===== src/rtl/qspi_pkg.sv =====
// Shared constants and FSM encoding for the QSPI slave RAM front end.
package qspi_pkg;

  localparam logic [7:0] CMD_WRITE     = 8'h02;
  localparam logic [7:0] CMD_READ      = 8'h03;
  localparam int         DUMMY_NIBBLES = 2;

  typedef enum logic [2:0] {
    ST_IDLE,
    ST_CMD,
    ST_ADDR,
    ST_WDATA,
    ST_DUMMY,
    ST_RDATA,
    ST_IGNORE
  } state_t;

endpackage


===== src/rtl/qspi_sync_edge.sv =====
// Synchronizes sclk/cs_n/io into the system clock and flags sclk/cs_n edges.
// Latency SYNC_STAGES clk to synced data, +0 clk to the edge strobes; no backpressure.
module qspi_sync_edge #(
  parameter int SYNC_STAGES = 2
) (
  input  logic       i_clk,
  input  logic       i_rst_n,
  input  logic       i_sclk,
  input  logic       i_cs_n,
  input  logic [3:0] i_io,
  output logic       o_sclk_rise,
  output logic       o_sclk_fall,
  output logic       o_cs_fall,
  output logic       o_cs_rise,
  output logic [3:0] o_io
);

  logic [SYNC_STAGES-1:0][5:0] r_sync;
  logic                        r_sclk_q;
  logic                        r_cs_q;
  logic                        w_sclk;
  logic                        w_cs_n;

  // cs_n resets to 0 so a frame already in progress at reset release is not
  // mistaken for a new one; cs_n must be seen high before a fall is reported.
  always_ff @(posedge i_clk or negedge i_rst_n) begin
    if (!i_rst_n) begin
      r_sync   <= '0;
      r_sclk_q <= 1'b0;
      r_cs_q   <= 1'b0;
    end else begin
      r_sync[0] <= {i_sclk, i_cs_n, i_io};
      for (int i = 1; i < SYNC_STAGES; i++) begin
        r_sync[i] <= r_sync[i-1];
      end
      r_sclk_q <= w_sclk;
      r_cs_q   <= w_cs_n;
    end
  end

  assign {w_sclk, w_cs_n, o_io} = r_sync[SYNC_STAGES-1];
  assign o_sclk_rise = w_sclk & ~r_sclk_q;
  assign o_sclk_fall = ~w_sclk & r_sclk_q;
  assign o_cs_fall   = ~w_cs_n & r_cs_q;
  assign o_cs_rise   = w_cs_n & ~r_cs_q;

endmodule


===== src/rtl/qspi_slave_ram_if.sv =====
// QSPI slave (quad, mode 0, oversampled) that writes/reads a single-port byte RAM.
// Write byte reaches RAM 1 clk after its 2nd nibble rise; host must keep sclk <= clk/8, no other backpressure.
module qspi_slave_ram_if
  import qspi_pkg::*;
#(
  parameter int addr_width  = 8,
  parameter int SYNC_STAGES = 2
) (
  input  logic                  i_clk,
  input  logic                  i_rst_n,
  input  logic                  i_qspi_sclk,
  input  logic                  i_qspi_cs_n,
  input  logic [3:0]            i_qspi_io_in,
  output logic [3:0]            o_qspi_io_out,
  output logic                  o_qspi_io_oe,
  output logic [addr_width-1:0] o_addr,
  input  logic [7:0]            i_data_in,
  output logic [7:0]            o_data_out,
  output logic                  o_wen,
  output logic                  o_busy,
  output logic                  o_frame_done
);

  logic            w_rise;
  logic            w_fall;
  logic            w_cs_fall;
  logic            w_cs_rise;
  logic [3:0]      w_io;

  state_t          r_state;
  state_t          w_next;
  logic [1:0]      r_nib;
  logic [3:0]      r_hi;
  logic            r_is_read;
  logic [addr_width-1:0] r_ptr;
  logic [7:0]      r_tx;
  logic [1:0]      r_fetch;
  logic            w_nib_last;
  logic            w_byte_done;
  logic [7:0]      w_byte;

  qspi_sync_edge #(.SYNC_STAGES(SYNC_STAGES)) u_sync (
    .i_clk       (i_clk),
    .i_rst_n     (i_rst_n),
    .i_sclk      (i_qspi_sclk),
    .i_cs_n      (i_qspi_cs_n),
    .i_io        (i_qspi_io_in),
    .o_sclk_rise (w_rise),
    .o_sclk_fall (w_fall),
    .o_cs_fall   (w_cs_fall),
    .o_cs_rise   (w_cs_rise),
    .o_io        (w_io)
  );

  assign w_nib_last  = (r_state == ST_DUMMY) ? (r_nib == 2'(DUMMY_NIBBLES - 1)) : (r_nib == 2'd1);
  assign w_byte_done = w_rise & w_nib_last;
  assign w_byte      = {r_hi, w_io};
  assign o_busy      = (r_state != ST_IDLE);

  always_ff @(posedge i_clk or negedge i_rst_n) begin
    if (!i_rst_n) r_state <= ST_IDLE;
    else          r_state <= w_next;
  end

  always_comb begin
    w_next = r_state;
    if (w_cs_rise) begin
      w_next = ST_IDLE;
    end else begin
      case (r_state)
        ST_IDLE:  if (w_cs_fall) w_next = ST_CMD;
        ST_CMD:   if (w_byte_done) w_next = (w_byte == CMD_WRITE || w_byte == CMD_READ) ? ST_ADDR : ST_IGNORE;
        ST_ADDR:  if (w_byte_done) w_next = r_is_read ? ST_DUMMY : ST_WDATA;
        ST_DUMMY: if (w_byte_done) w_next = ST_RDATA;
        default:  w_next = r_state;
      endcase
    end
  end

  always_ff @(posedge i_clk or negedge i_rst_n) begin
    if (!i_rst_n) begin
      o_addr        <= '0;
      o_data_out    <= '0;
      o_wen         <= 1'b0;
      o_qspi_io_out <= '0;
      o_qspi_io_oe  <= 1'b0;
      o_frame_done  <= 1'b0;
      r_nib         <= '0;
      r_hi          <= '0;
      r_is_read     <= 1'b0;
      r_ptr         <= '0;
      r_tx          <= '0;
      r_fetch       <= '0;
    end else begin
      o_wen        <= 1'b0;
      o_frame_done <= w_cs_rise && (r_state != ST_IDLE);
      r_fetch      <= {r_fetch[0], 1'b0};
      // RAM data is valid one clk after addr, so the refill lands two clks after the request.
      if (r_fetch[1]) r_tx <= i_data_in;
      if (w_rise) begin
        r_nib <= w_nib_last ? 2'd0 : r_nib + 2'd1;
        r_hi  <= w_io;
      end
      case (r_state)
        ST_IDLE: if (w_cs_fall) r_nib <= '0;
        ST_CMD: if (w_byte_done) r_is_read <= (w_byte == CMD_READ);
        ST_ADDR: begin
          if (w_byte_done) begin
            r_ptr <= w_byte[addr_width-1:0];
            if (r_is_read) o_addr <= w_byte[addr_width-1:0];
          end
        end
        ST_WDATA: begin
          if (w_byte_done) begin
            o_wen      <= 1'b1;
            o_addr     <= r_ptr;
            o_data_out <= w_byte;
            r_ptr      <= r_ptr + 1'b1;
          end
        end
        ST_DUMMY: begin
          if (w_byte_done) begin
            r_tx  <= i_data_in;
            r_ptr <= r_ptr + 1'b1;
          end
        end
        ST_RDATA: begin
          if (w_fall) begin
            o_qspi_io_oe  <= 1'b1;
            o_qspi_io_out <= (r_nib == 2'd0) ? r_tx[7:4] : r_tx[3:0];
          end
          if (w_byte_done) begin
            o_addr  <= r_ptr;
            r_ptr   <= r_ptr + 1'b1;
            r_fetch <= {r_fetch[0], 1'b1};
          end
        end
        default: ;
      endcase
      if (w_cs_rise) o_qspi_io_oe <= 1'b0;
    end
  end

endmodule


===== config.mk =====
export PLATFORM = sky130hd
export DESIGN_NAME = qspi_slave_ram_if
export DESIGN_NICKNAME = d
export VERILOG_FILES = /design/src/rtl/qspi_pkg.sv /design/src/rtl/qspi_sync_edge.sv /design/src/rtl/qspi_slave_ram_if.sv
export SDC_FILE = /design/constraint.sdc
export NUM_CORES = 1
export LEC_CHECK = 0
export CORE_MARGIN = 3
export CORE_UTILIZATION = 54
export DETAILED_ROUTE_END_ITERATION = 8
export GPL_TIMING_DRIVEN = 0
export PLACE_DENSITY_LB_ADDON = 0.15
export SLEW_MARGIN = 5
export SYNTH_ARGS = -nofsm -noshare
export SYNTH_HDL_FRONTEND = slang
export SYNTH_SLANG_ARGS = --single-unit

===== constraint.sdc =====
create_clock -name i_clk -period 2.03 [get_ports i_clk]
set_clock_uncertainty 0.2 [all_clocks]
set_input_delay 0.5075 -clock i_clk [delete_from_list [all_inputs] [get_ports i_clk]]
set_output_delay 0.5075 -clock i_clk [all_outputs]
set_load 0.005 [all_outputs]

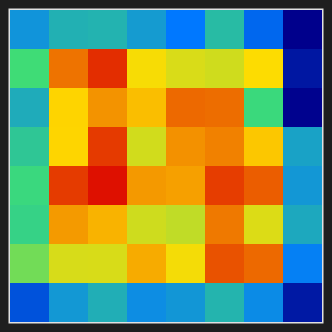
Figure 1: run 1, local utilization.
Scale: 4 px per um. The die is cut into 8 by 8 equal tiles; dark blue is low, red is high, 0 to 100% covered.
tiles over 75% full = 38%
densest ninth of the die = center
fullest tile = 98%
nearly empty tiles = 3.1%
emptiest ninth of the die = north-east
mean over tiles = 59%

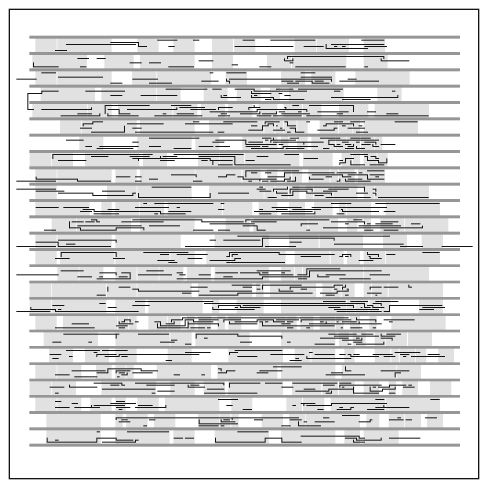
Figure 2: run 1, the metal 1 layer.
Scale: 6 px per um. Supply wires on this layer in gray. Cells faint in the background.
longest straight run = 30.4 um
wire length on this layer = 2540 um
share of all routed wire = 44%
Routed Wire Length: 5800 um
number of vias in the routed layout: 1902
global routing met1 resource utilization: 27.9%

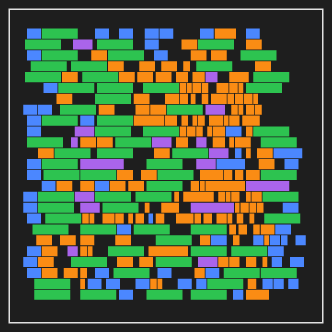
Figure 3: run 1, cells colored by class.
Scale: 4 px per um.
green -> flops  # cells 65, share of their area 45%
orange -> combinational and other logic  # cells 140, share of their area 32%
purple -> clock drivers and dummy loads  # cells 16, share of their area 6.8%
blue -> other buffers and delay cells  # cells 56, share of their area 15%
count of standard-cell rows: 25
sequential portion of the cell area: 44.4%
cell area after layout: 0.00366 mm^2

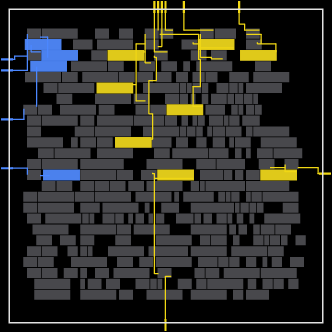
Figure 4: run 1, I/O nets highlighted.
Scale: 4 px per um.
blue -> i_qspi_io_in  # bits 4, direction input, edge west, end cells 4, buffers 4, wire 51.8 um
yellow -> o_addr  # bits 8, direction output, edge 6 north, 1 east, 1 south, end cells 8, buffers 8, wire 241 um

==> results.rst, run 1 <==
Run summary
-----------

.. list-table::
   :header-rows: 1

   * - Metric
     - Value
   * - Outcome
     - finished clean
   * - Yosys top cell by area
     - sky130_fd_sc_hd__dfrtp_1
   * - FP Core Util
     - 57.3%
   * - Final RePlAce weighted congestion
     - about 0.90
   * - Tally of unique sky130hd cells used after synthesis
     - ~44
   * - Power in the clock group
     - 1.32 mW
   * - Ratio of cells with drive above 1 in the final layout
     - 30.7%
   * - Leakage power summed over all cells
     - 1.63 nW
   * - Worst Setup End Kind
     - flop
   * - Wire length of the first global-routing pass
     - 9530 um
   * - Clock tree from TritonCTS
     - yes
   * - Net count reported at finish
     - 289
   * - Slew at the pin closest to its max-slew limit
     - 0.785 ns
   * - Ys Warns
     - 0
   * - Total clock buffers created by CTS
     - 9
   * - Power in sequential cells
     - 1.78 mW
   * - Max VDD drop
     - 871 uV
   * - Peak Freq
     - 509 MHz
   * - Ant diodes
     - 0
   * - Crit Path Class
     - reg2reg
   * - Area of the die
     - 0.00608 mm^2
   * - Post-cts repair resize count
     - 6
   * - Count of flip-flops with a built-in enable after synthesis
     - 0
   * - Number of sinks on the clock net
     - approximately 65
   * - R2R setup slack
     - 0.06 ns
   * - CTS H-Tree Depth
     - 3
   * - Part of the total power dissipated in combinational logic
     - a little over a quarter
   * - Worst hold slack
     - 0.0510 ns
   * - Flop pwr share
     - 41.7%
   * - Antenna viol nets, final
     - 0
   * - Setup crit start
     - u_sync.o_io[3]$_DFF_PN0_
   * - Seq/Total Area, Yosys
     - 58.1%
   * - Average wire per cell in the routed design
     - 16.9 um
   * - Largest cells by area
     - sky130_fd_sc_hd__dfrtp_1 58%, sky130_fd_sc_hd__mux2_2 14%, sky130_fd_sc_hd__mux2i_1 2.5%
   * - Number of DRC markers in iteration 0
     - 136
   * - Standard cell core area
     - 0.00488 mm^2
   * - Number of flip-flops and latches in the synthesized netlist
     - roughly 65
   * - Pre-Repair DR Iteration Count
     - 4
## run 1: how the worst max path moves through the flow
stage                                   end  slack [ns]  cells past startpoint
3_3_place_gp     u_sync.r_sync[1]$_DFF_PN0_       -1.82                      1
4_1_cts               o_addr[5]$_DFFE_PN0P_       0.003                      6
6_report             r_state[2]$_DFFE_PN0P_        0.06                      4
5_1_grt        o_qspi_io_out[0]$_DFFE_PN0P_       0.004                      6
2_1_floorplan        r_state[2]$_DFFE_PN0P_        0.29                      4
3_5_place_dp                         o_busy       -0.06                      4
## run 1: metrics by stage
step,area [um^2],setup TNS [ns]
after floorplan,2800,0
after global placement,3270,-117.88
after detailed placement,3270,-0.0601
after CTS,3610,0
after global routing,3660,0
final,3660,0
## run 1: critical path, cell delays in order, from the launching register on
cell and delay (ns):
sky130_fd_sc_hd__dfrtp_1 0.45, sky130_fd_sc_hd__or4b_1 0.59, sky130_fd_sc_hd__nor4_4 0.24, sky130_fd_sc_hd__nor3_1 0.09, sky130_fd_sc_hd__o311a_1 0.29
## run 1: cell families after synthesis
| logic type | Yosys count | share of synthesized area (%) |
|---|---|---|
| AND/OR/NAND/NOR | 53 | 12.1 |
| adder cells (fa/ha/maj) | 1 | 0.447 |
| flip-flops | 65 | 58.1 |
| AND-OR/OR-AND | 35 | 8.54 |
| buffers and inverters | 12 | 2.50 |
| XOR/XNOR | 2 | 1.30 |
| multiplexers | 43 | 17.0 |
## run 1: routing by layer
metal	GRT usage, %	vias to the layer above	share of wire (%)
met3	4.52	9	5.6
met4	7.87	0	1.5
met1	27.9	947	44
met2	32.1	64	49
met5	0	-	0
li1	-	882	-
## run 1: layout make-up
class	count	area [um^2]	share of cell area, %
Clock inverter	7	119	3.25
Tap cell	67	83.8	2.29
Clock buffer	9	124	3.38
Multi-Input combinational cell	134	1140	31.1
Timing Repair Buffer	50	494	13.5
Inverter	6	22.5	0.615
Sequential cell	65	1630	44.4
Buffer	6	53.8	1.47
## run 1: cell usage in the layout (no fill, tap or decap), types with 3 or more instances in the layout
cell | synthesis | routed
sky130_fd_sc_hd__buf_4 | 0 | 9
sky130_fd_sc_hd__bufinv_16 | 0 | 3
sky130_fd_sc_hd__mux2i_1 | 7 | 6
sky130_fd_sc_hd__clkdlybuf4s50_1 | 0 | 37
sky130_fd_sc_hd__nand2b_1 | 4 | 4
sky130_fd_sc_hd__dfrtp_1 | 65 | 65
sky130_fd_sc_hd__nand3_1 | 4 | 4
sky130_fd_sc_hd__nand2_1 | 8 | 7
sky130_fd_sc_hd__buf_6 | 3 | 5
sky130_fd_sc_hd__a21oi_1 | 10 | 9
sky130_fd_sc_hd__clkbuf_8 | 0 | 9
sky130_fd_sc_hd__inv_1 | 6 | 5
sky130_fd_sc_hd__mux2_2 | 36 | 36
sky130_fd_sc_hd__o21ai_0 | 7 | 6
sky130_fd_sc_hd__o22ai_1 | 4 | 4
sky130_fd_sc_hd__nor2_1 | 12 | 12
sky130_fd_sc_hd__a2bb2oi_1 | 4 | 3
sky130_fd_sc_hd__nor3_1 | 5 | 4
Figure 5. Cell outlines without signal wires (run 1).
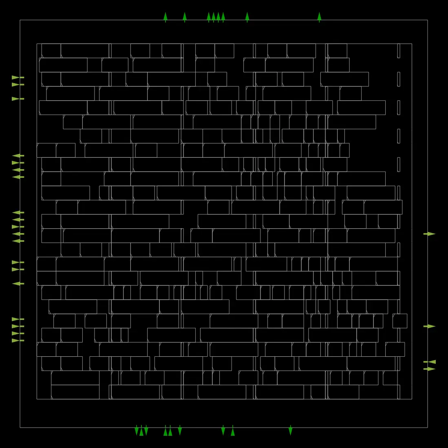

==> inputs of run 2 (changes only) <==
--- a/config.mk
+++ b/config.mk
@@ -5,6 +5,8 @@
 export SDC_FILE = /design/constraint.sdc
 export NUM_CORES = 1
 export LEC_CHECK = 0
+export ABC_AREA = 1
+export ABC_CLOCK_PERIOD_IN_PS = 2029
 export CORE_MARGIN = 3
 export CORE_UTILIZATION = 54
 export DETAILED_ROUTE_END_ITERATION = 8
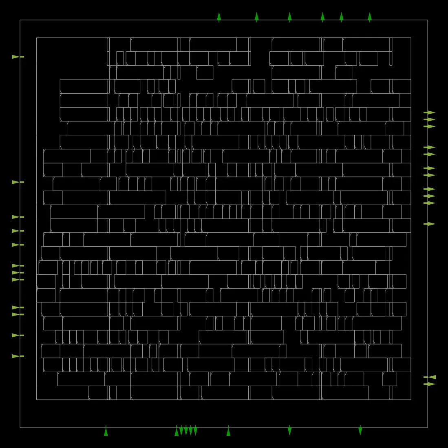
Figure 6: run 2, cell outlines without signal wires.
sequential cell count: 65
num tapcells: 70
standard cell core area: 0.00517 mm^2
core occupancy in the finished layout: 70.4%
non-filler cells in the finished layout: 449

==> results.rst, run 2 <==
Run summary
-----------

.. list-table::
   :header-rows: 1

   * - Metric
     - Value
   * - Outcome
     - finished clean
   * - Worst Setup End Kind
     - output pin
   * - DRC violation count after routing
     - 0
   * - Total clock buffers created by CTS
     - 9 (unchanged)
   * - Family of cells with the greatest summed delay on the critical path
     - flip-flops
   * - Crit path max fanout
     - 2
   * - CTS clock-pin slew for the worst setup and hold paths
     - 0.08 ns
   * - Placed insts
     - 428
   * - Maximum cell stage delay along the critical path
     - 0.42 ns (-0.17 ns)
   * - Count of buffering cells on the critical path with inverters included
     - 3 (+3)
   * - Net count reported at finish
     - 391 (+35%)
   * - FP Core Util
     - 56.6% (-0.75 points)
   * - IO Count
     - 40
   * - Pwr dens
     - 1360 mW/mm^2
   * - Slowest cell on the critical path
     - sky130_fd_sc_hd__dfrtp_2
   * - Slew at the pin closest to its max-slew limit
     - 0.799 ns (+0.0142 ns)
   * - Global route total overflow
     - 0
   * - Global routing usage summed across all routing layers
     - 20.7%
   * - Synthesis-to-finish area growth
     - 24.4%
   * - Count of standard-cell rows
     - 26 (+4.0%)
   * - Wire length of the first global-routing pass
     - 9960 um (+4.5%)
   * - Final worst-path cycle share
     - 96.5%
   * - Peak Freq
     - 511 MHz (+0.38%)
   * - Worst slew margin relative to its limit
     - a little under half
   * - Average wire per cell in the routed design
     - 13.1 um (-22%)
   * - Cells along the critical path
     - inv_2 -> nand2_1 -> nor2_2 -> inv_1 -> clkdlybuf4s15_1
   * - Ys Warns
     - 0 (unchanged)
   * - Total placed instance area
     - 0.00340 mm^2 (+4.1%)
   * - Most frequently used cell type in the post-synthesis netlist
     - sky130_fd_sc_hd__nand2_1
   * - Pre-Repair DR Iteration Count
     - 5 (+1)
   * - Cell area after layout
     - 0.00364 mm^2 (-0.58%)
   * - Area of the die
     - 0.00634 mm^2 (+4.2%)
   * - Tally of unique sky130hd cells used after synthesis
     - 28 (-36%)
   * - Leakage power summed over all cells
     - 1.75 nW (+7.8%)
   * - Sequential cell area
     - 0.00163 mm^2 (+0.15%)
   * - Largest cells by area
     - sky130_fd_sc_hd__dfrtp_1 56%, sky130_fd_sc_hd__nand2_1 12%, sky130_fd_sc_hd__o21ai_0 4.4%
   * - Ratio of cells with drive above 1 in the final layout
     - 16.9% (-14 points)
   * - Internal power consumption
     - 3.14 mW
   * - Final-layout setup total negative slack
     - 0 ns (unchanged)
   * - Ant diodes
     - 0 (unchanged)
   * - CTS root buf
     - sky130_fd_sc_hd__clkbuf_8
   * - Switching Power
     - roughly 1.8 mW
   * - CTS H-Tree Depth
     - 3 (unchanged)
   * - Number of vias in the routed layout
     - 2300 (+21%)
   * - Clock tree from TritonCTS
     - yes
   * - Antenna viol nets, final
     - 0 (unchanged)
   * - Horizontal die size
     - 79.6 um
   * - Yosys chip area
     - 0.00293 mm^2
   * - Detail Placement HPWL
     - 4150 um
   * - Flop pwr share
     - 40.0% (-1.7 points)
   * - Count of flip-flops with a built-in enable after synthesis
     - 0 (unchanged)
   * - Yosys top cell by area
     - sky130_fd_sc_hd__dfrtp_1
   * - Part of the total power dissipated in combinational logic
     - 38.2% (+11 points)
   * - Fraction of power consumed by the clock network
     - between 20% and 30%
   * - Dominant logic cell types in the final layout
     - 91 x sky130_fd_sc_hd__nand2_1, 63 x sky130_fd_sc_hd__dfrtp_1, 37 x sky130_fd_sc_hd__clkdlybuf4s50_1
   * - Count of port buffers added during placement
     - 39
   * - Area occupied by multi-input gates
     - 0.00114 mm^2 (unchanged)
   * - Final number of hold-violating endpoints
     - 0
   * - Max VDD drop
     - 699 uV (-20%)
   * - Clk ins delay skew pair
     - roughly 0.35 ns
   * - Routed Wire Length
     - 5880 um (+1.3%)
   * - R2R setup slack
     - 0.34 ns (+0.28 ns)
   * - Final RePlAce weighted congestion
     - 0.882 (-2.4%)
   * - Seq/Total Area, Yosys
     - 55.6% (-2.6 points)
   * - Leading post-synthesis cells by instance count
     - 91 x sky130_fd_sc_hd__nand2_1, 65 x sky130_fd_sc_hd__dfrtp_1, 27 x sky130_fd_sc_hd__inv_1, 26 x sky130_fd_sc_hd__o21ai_0
   * - Number of flip-flops and latches in the synthesized netlist
     - 65 (unchanged)
   * - Commonest register cell after synthesis
     - sky130_fd_sc_hd__dfrtp_1
   * - Most used logic cell in the final layout
     - sky130_fd_sc_hd__nand2_1
   * - Crit Path Class
     - reg2out
   * - Number of sinks on the clock net
     - 65 (unchanged)
   * - Number of DRC markers in iteration 0
     - 153 (+13%)
   * - Detailed-route vias per instance
     - between 5 and 6
## run 2: routing by layer
metal / wire length (um) / track usage (%) / vias to the layer above
met1: 2710 / 28.0 / 1060
li1: - / - / 1144
met3: 370 / 5.76 / 14
met2: 2670 / 31.2 / 82
met5: 0 / 0 / -
met4: 126 / 8.93 / 0
## run 2: worst max-delay path by stage
stage | cells after the start | slack, ns | startpoint | endpoint
global route | 5 | -0.03 | r_state[1]$_DFFE_PN0P_ | o_busy
finish | 5 | 0.07 | r_state[1]$_DFFE_PN0P_ | o_busy
floorplan | 4 | 0.50 | r_state[0]$_DFFE_PN0P_ | o_busy
CTS | 5 | 0.04 | r_state[1]$_DFFE_PN0P_ | o_busy
global placement | 1 | -1.77 | i_rst_n | r_ptr[7]$_DFFE_PN0P_
detailed placement | 5 | -0.007 | r_state[0]$_DFFE_PN0P_ | o_busy
## run 2: area by class of cell
class                   instances  area share, %
repair buffers                 44           11.7
clock inverters                 7           1.96
well taps                      70           2.41
inverters                      33           3.47
plain buffers                   4           1.07
clock buffers                   9           3.40
flip-flops and latches         65           44.8
multi-input cells             217           31.2
## run 2: power groups by stage
stage                     Clock (mW)  Combinational [mW]  Sequential, mW
after CTS                       1.09                1.87            1.97
after global placement             0                1.72            2.01
final                           1.07                1.89            1.98
after detailed placement           0                1.77            2.03
after global routing            1.17                2.13            2.02
after floorplan                    0                1.11            1.98
## run 2: cell families (layout without fill, tap and decap cells)
family	count (synthesis)	count (layout)	synth area share, %
fa+ha+maj	1	1	0.427
flops	65	65	55.6
compound gates	45	45	8.72
buf+inv	37	97	5.64
xor+xnor	2	2	0.599
simple gates	169	169	29.0
## run 2: timing repair
action,CTS,global route
gates cloned,0,0
endpoints found under the setup margin,1,1
pin swaps,1,1
buffers inserted,4,1
hold buffers,0,0
resized,5,0
## run 2: through the flow
step           power (mW)  hold slack (ns)  setup WS, ns
3_3_place_gp         3.73            0.132         -1.77
5_1_grt              5.32            0.101       -0.0299
3_5_place_dp         3.80            0.137      -0.00715
6_report             4.95           0.0245        0.0717
4_1_cts              4.94           0.0658        0.0354
2_1_floorplan        3.09           0.0119         0.502
Power figures rest on the tool's default switching activity, not on a simulated workload.
